congestion.png
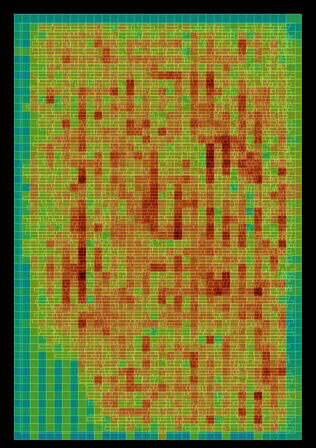
layer_met3.png
(1 px per um)
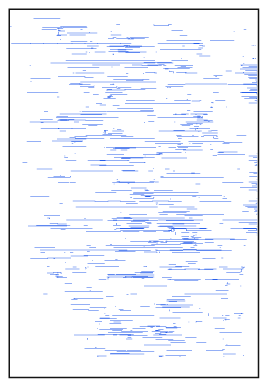
placement_by_type.png
(1 px per um) Fill, decap, tap and diode cells in gray.
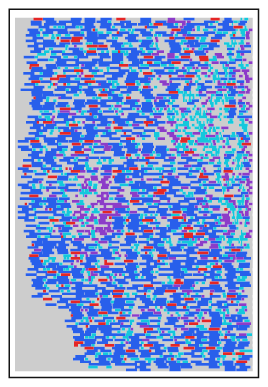
File: src/rtl/dm_pkg.sv
// Shared encodings and helpers for the sized data memory.
package dm_pkg;

  localparam logic [1:0] SZ_BYTE = 2'b00;
  localparam logic [1:0] SZ_HALF = 2'b01;
  localparam logic [1:0] SZ_WORD = 2'b10;
  localparam logic [1:0] SZ_RSVD = 2'b11;

  typedef enum logic [1:0] {
    IDLE = 2'b00,
    BUSY = 2'b01,
    DONE = 2'b10
  } dm_state_t;

  // 1 when the access cannot be performed: reserved size or lanes crossing the natural boundary.
  function automatic logic dm_misaligned(input logic [1:0] size, input logic [1:0] lo);
    logic bad;
    case (size)
      SZ_BYTE: bad = 1'b0;
      SZ_HALF: bad = lo[0];
      SZ_WORD: bad = |lo;
      default: bad = 1'b1;
    endcase
    return bad;
  endfunction

endpackage

File: src/rtl/dm_byte_lane.sv
// Combinational lane steering: merges store data into a word and extracts/extends load data.
module dm_byte_lane
  import dm_pkg::*;
(
  input  logic [31:0] word_old,
  input  logic [31:0] wdata,
  input  logic [1:0]  size,
  input  logic [1:0]  lane,
  input  logic        uns,
  output logic [31:0] word_new,
  output logic [31:0] load_data
);

  logic [3:0]  mask;
  logic [31:0] shifted;
  logic [31:0] field;
  logic [4:0]  sh_b;
  logic [4:0]  sh_h;

  assign sh_b = {lane, 3'b000};
  assign sh_h = {lane[1], 4'b0000};

  always_comb begin
    mask    = 4'b0000;
    shifted = '0;
    case (size)
      SZ_BYTE: begin
        mask    = 4'b0001 << lane;
        shifted = {24'b0, wdata[7:0]} << sh_b;
      end
      SZ_HALF: begin
        mask    = 4'b0011 << {lane[1], 1'b0};
        shifted = {16'b0, wdata[15:0]} << sh_h;
      end
      SZ_WORD: begin
        mask    = 4'b1111;
        shifted = wdata;
      end
      default: begin
        mask    = 4'b0000;
        shifted = '0;
      end
    endcase
    word_new = word_old;
    for (int i = 0; i < 4; i++) begin
      if (mask[i]) word_new[8*i +: 8] = shifted[8*i +: 8];
    end
  end

  always_comb begin
    field     = '0;
    load_data = '0;
    case (size)
      SZ_BYTE: begin
        field     = word_old >> sh_b;
        load_data = {{24{~uns & field[7]}}, field[7:0]};
      end
      SZ_HALF: begin
        field     = word_old >> sh_h;
        load_data = {{16{~uns & field[15]}}, field[15:0]};
      end
      SZ_WORD: begin
        field     = word_old;
        load_data = word_old;
      end
      default: begin
        field     = '0;
        load_data = '0;
      end
    endcase
  end

endmodule

File: src/rtl/dm_sized.sv
// Byte-addressed, word-organised data memory with sized accesses and a req/ready/ack handshake.
module dm_sized
  import dm_pkg::*;
#(
  parameter int ADDR_WIDTH = 7,
  parameter int LATENCY    = 2,
  parameter int DATA_WIDTH = 32
) (
  input  logic                  clk,
  input  logic                  rst,
  input  logic                  req,
  input  logic                  we,
  input  logic [1:0]            size,
  input  logic                  uns,
  input  logic [ADDR_WIDTH-1:0] addr,
  input  logic [31:0]           wdata,
  output logic                  ready,
  output logic                  ack,
  output logic                  err,
  output logic [31:0]           rdata
);

  localparam int   DEPTH = 1 << (ADDR_WIDTH - 2);
  localparam int   CNT_W = (LATENCY > 1) ? $clog2(LATENCY) : 1;
  localparam logic FAST  = (LATENCY == 1);

  if (DATA_WIDTH != 32) begin : g_bad_data_width
    $error("dm_sized: DATA_WIDTH must be 32");
  end
  if (ADDR_WIDTH < 3 || ADDR_WIDTH > 16) begin : g_bad_addr_width
    $error("dm_sized: ADDR_WIDTH out of range 3..16");
  end
  if (LATENCY < 1 || LATENCY > 8) begin : g_bad_latency
    $error("dm_sized: LATENCY out of range 1..8");
  end

  dm_state_t             state;
  logic [CNT_W-1:0]      cnt;
  logic                  l_we;
  logic [1:0]            l_size;
  logic                  l_uns;
  logic [ADDR_WIDTH-1:0] l_addr;
  logic [31:0]           l_wdata;

  logic [31:0] mem [DEPTH] = '{default: '0};

  // With LATENCY=1 the commit edge is the accept edge, so the live inputs stand in for the latch.
  logic                  in_idle;
  logic                  e_we;
  logic [1:0]            e_size;
  logic                  e_uns;
  logic [ADDR_WIDTH-1:0] e_addr;
  logic [31:0]           e_wdata;
  logic                  e_err;
  logic                  commit;
  logic [31:0]           rd_word;
  logic [31:0]           word_new;
  logic [31:0]           load_data;

  assign in_idle = (state == IDLE);
  assign e_we    = in_idle ? we    : l_we;
  assign e_size  = in_idle ? size  : l_size;
  assign e_uns   = in_idle ? uns   : l_uns;
  assign e_addr  = in_idle ? addr  : l_addr;
  assign e_wdata = in_idle ? wdata : l_wdata;
  assign e_err   = dm_misaligned(e_size, e_addr[1:0]);
  assign rd_word = mem[e_addr[ADDR_WIDTH-1:2]];

  assign commit = (in_idle && req && FAST) ||
                  ((state == BUSY) && (cnt == CNT_W'(1)));

  dm_byte_lane u_lane (
    .word_old  (rd_word),
    .wdata     (e_wdata),
    .size      (e_size),
    .lane      (e_addr[1:0]),
    .uns       (e_uns),
    .word_new  (word_new),
    .load_data (load_data)
  );

  always_ff @(posedge clk) begin
    if (!rst && commit && e_we && !e_err) begin
      mem[e_addr[ADDR_WIDTH-1:2]] <= word_new;
    end
  end

  always_ff @(posedge clk) begin
    if (rst) begin
      state   <= IDLE;
      ready   <= 1'b1;
      ack     <= 1'b0;
      err     <= 1'b0;
      rdata   <= '0;
      cnt     <= '0;
      l_we    <= 1'b0;
      l_size  <= '0;
      l_uns   <= 1'b0;
      l_addr  <= '0;
      l_wdata <= '0;
    end else begin
      case (state)
        IDLE: begin
          ack <= 1'b0;
          if (req) begin
            l_we    <= we;
            l_size  <= size;
            l_uns   <= uns;
            l_addr  <= addr;
            l_wdata <= wdata;
            cnt     <= CNT_W'(LATENCY - 1);
            ready   <= 1'b0;
            state   <= FAST ? DONE : BUSY;
          end
        end
        BUSY: begin
          if (cnt != CNT_W'(1)) cnt <= cnt - CNT_W'(1);
          else state <= DONE;
        end
        DONE: begin
          ack   <= 1'b0;
          ready <= 1'b1;
          state <= IDLE;
        end
        default: begin
          ack   <= 1'b0;
          ready <= 1'b1;
          state <= IDLE;
        end
      endcase
      if (commit) begin
        ack <= 1'b1;
        err <= e_err;
        if (e_err) rdata <= '0;
        else if (!e_we) rdata <= load_data;
      end
    end
  end

endmodule

File: config.mk
export PLATFORM = sky130hd
export DESIGN_NAME = dm_sized
export DESIGN_NICKNAME = d
export VERILOG_FILES = /design/src/rtl/dm_pkg.sv /design/src/rtl/dm_byte_lane.sv /design/src/rtl/dm_sized.sv
export SDC_FILE = /design/constraint.sdc
export NUM_CORES = 1
export LEC_CHECK = 0
export CAP_MARGIN = 20
export CORE_ASPECT_RATIO = 1.5
export CORE_MARGIN = 5
export CORE_UTILIZATION = 50
export DETAILED_ROUTE_END_ITERATION = 8
export GPL_TIMING_DRIVEN = 1
export PLACE_DENSITY_LB_ADDON = 0.08
export SLEW_MARGIN = 20
export SYNTH_ARGS = -nofsm -noshare
export SYNTH_HDL_FRONTEND = slang
export SYNTH_HIERARCHICAL = 1
export SYNTH_SLANG_ARGS = --single-unit
File: constraint.sdc
create_clock -name clk -period 3.75 [get_ports clk]
set_clock_uncertainty 0.2 [all_clocks]
set_input_delay 0.5625 -clock clk [delete_from_list [all_inputs] [get_ports clk]]
set_output_delay 0.5625 -clock clk [all_outputs]
set_load 0.02 [all_outputs]
==> impl_metrics.ini <==
; implementation run metrics
[power_and_ir_drop]
ir_worst_vdd_mv = 0.384
power.static_leakage_nw = 17.5
biggest_consumer = registers
combinationalPower_mw = 4.64
share_comb_of_total_power_pct = 15.6
clock_power_share_pct = 36.5
cellInternalPower_mw = 22.5
pwrdens_nw_per_um2 = 563

[yosys]
synth_async_sr_flop_share_pct = 0
post_synth_main_area_contributors = edfxtp_1, a22o_1, dfxtp_1
aoi_share_pct = 16.7
ys.warnings.count = 6
edf_count = 1024
xor_share_pct = 0
synth.lib_cells_used.distinct = 51
yosys-dominant-comb-family = AND-OR/OR-AND gates
synthesis.instances = 2446
top_area_cell = edfxtp_1
ys_sh_mux_pct = 1.58
mappedNetlistArea_um2 = 42400
summed_standard_cell_area_reported_by_yosys_um2 = 42400

[place]
dp_hpwl_mm = 82.3
place.gp.congestion = 0.912

[final_timing]
slew_violations = 0
grt_setup_unrepaired = yes
finalWorstSetupSlack_ns = -0.0819
max-slew-margin-rel_pct = 44.8
report.final.setup_viol = 155

[finish]
final_net_count = 2860
max_reg_flops = 1024
syn_to_final_growth_pct = 24.8
final_cell_mix = edfxtp_1, a22o_1, buf_4, buf_12, a221oi_1

[global_routing]
pin_count_of_the_biggest_net_entering_global_routing = 50
grt_overflow_total = 0
via_count_of_the_first_global_routing_pass = 26300

[critical_path]
cp.required_ns = 3.99
cpMostUsedCell = buf_12

[outcome]
run_status = complete, but fails checks
violations = negative setup slack

[run]
tool_warnings = 30

[worst_hold_path]
worst_hold_path_type = input port to register

[floorplanning]
die-width_um = 248

[routing]
remaining_number_of_nets_flagged_by_the_antenna_check_after_routing = 0
-- congestion.png (at the start) --
met3 Resource Use GR: 4.40%
final standard cell utilization of the core: 63.1%

-- layer_met3.png (at the start) --
longest straight run = 104 um
share of all routed wire = 7.3%
main direction = horizontal
nets with wire on the layer = 366
DRT Wirelength: 131 mm
Vias: 26400

-- placement_by_type.png (at the start) --
blue -> flops  # cells 1105, share of their area 63%
purple -> other buffers and delay cells  # cells 456, share of their area 11%
red -> clock drivers and dummy loads  # cells 190, share of their area 6.9%
cyan -> combinational and other logic  # cells 1150, share of their area 19%
FP Rows: 130
fraction of standard cell area that is sequential: 61.2%

[path summary, 6_finish.rpt]
path,from,to,slack (ns),cells after the start
worst max register to register,state[0]$_SDFFE_PP0P_,mem[20][26]$_DFFE_PP_,-0.08,12
worst min register to register,l_wdata[21]$_SDFFE_PP0P_,l_wdata[21]$_SDFFE_PP0P_,0.26,2
worst max-delay path,state[0]$_SDFFE_PP0P_,mem[20][26]$_DFFE_PP_,-0.08,12
worst min-delay path,size[0],l_size[0]$_SDFFE_PP0P_,0.24,3
[through the flow]
stage               util (%)  instances
CTS                     62.2       4012
floorplan                  -       2446
finish                  63.1       4027
global placement        57.7       3819
detailed placement      57.7       3819
global route            63.0       4025
[synth_stat cells, types with 3 or more instances]
library cell  instances
o21ai_2               3
o21ai_0              11
nand2_1             125
nand2b_1              8
o22ai_1             129
and2_1               11
nand3_1               3
buf_2                51
o211ai_1             16
a221oi_1            179
a221o_1              31
and3_1               10
a21oi_1              57
mux2i_1               4
edfxtp_1           1024
mux2_2               56
or4_1                33
a221oi_2             78
dfxtp_1              81
a22oi_1               8
buf_1                 6
nor3_1                3
nand3b_1              4
clkbuf_1            115
nor2b_1               9
a22o_1              296
nor2_1               43
nand4b_1              8
buf_6                15
[layer usage]
layer / GRT usage [%] / share of wire, % / wire (um)
met5: 0 / 0.0092 / 12
met4: 9.67 / 3.3 / 4350
met3: 4.40 / 7.3 / 9570
met2: 47.5 / 51 / 66600
met1: 37.4 / 38 / 50200
[final cells by class]
class / instances / area [um^2]
timing repair buffer: 456 / 5590
clock buffer: 124 / 2830
inverter: 2 / 7.51
fill: 5986 / 31000
antenna: 4 / 10.0
clock inverter: 66 / 719
tap: 1122 / 1400
sequential: 1105 / 32400
multi-input combinational: 1148 / 9980
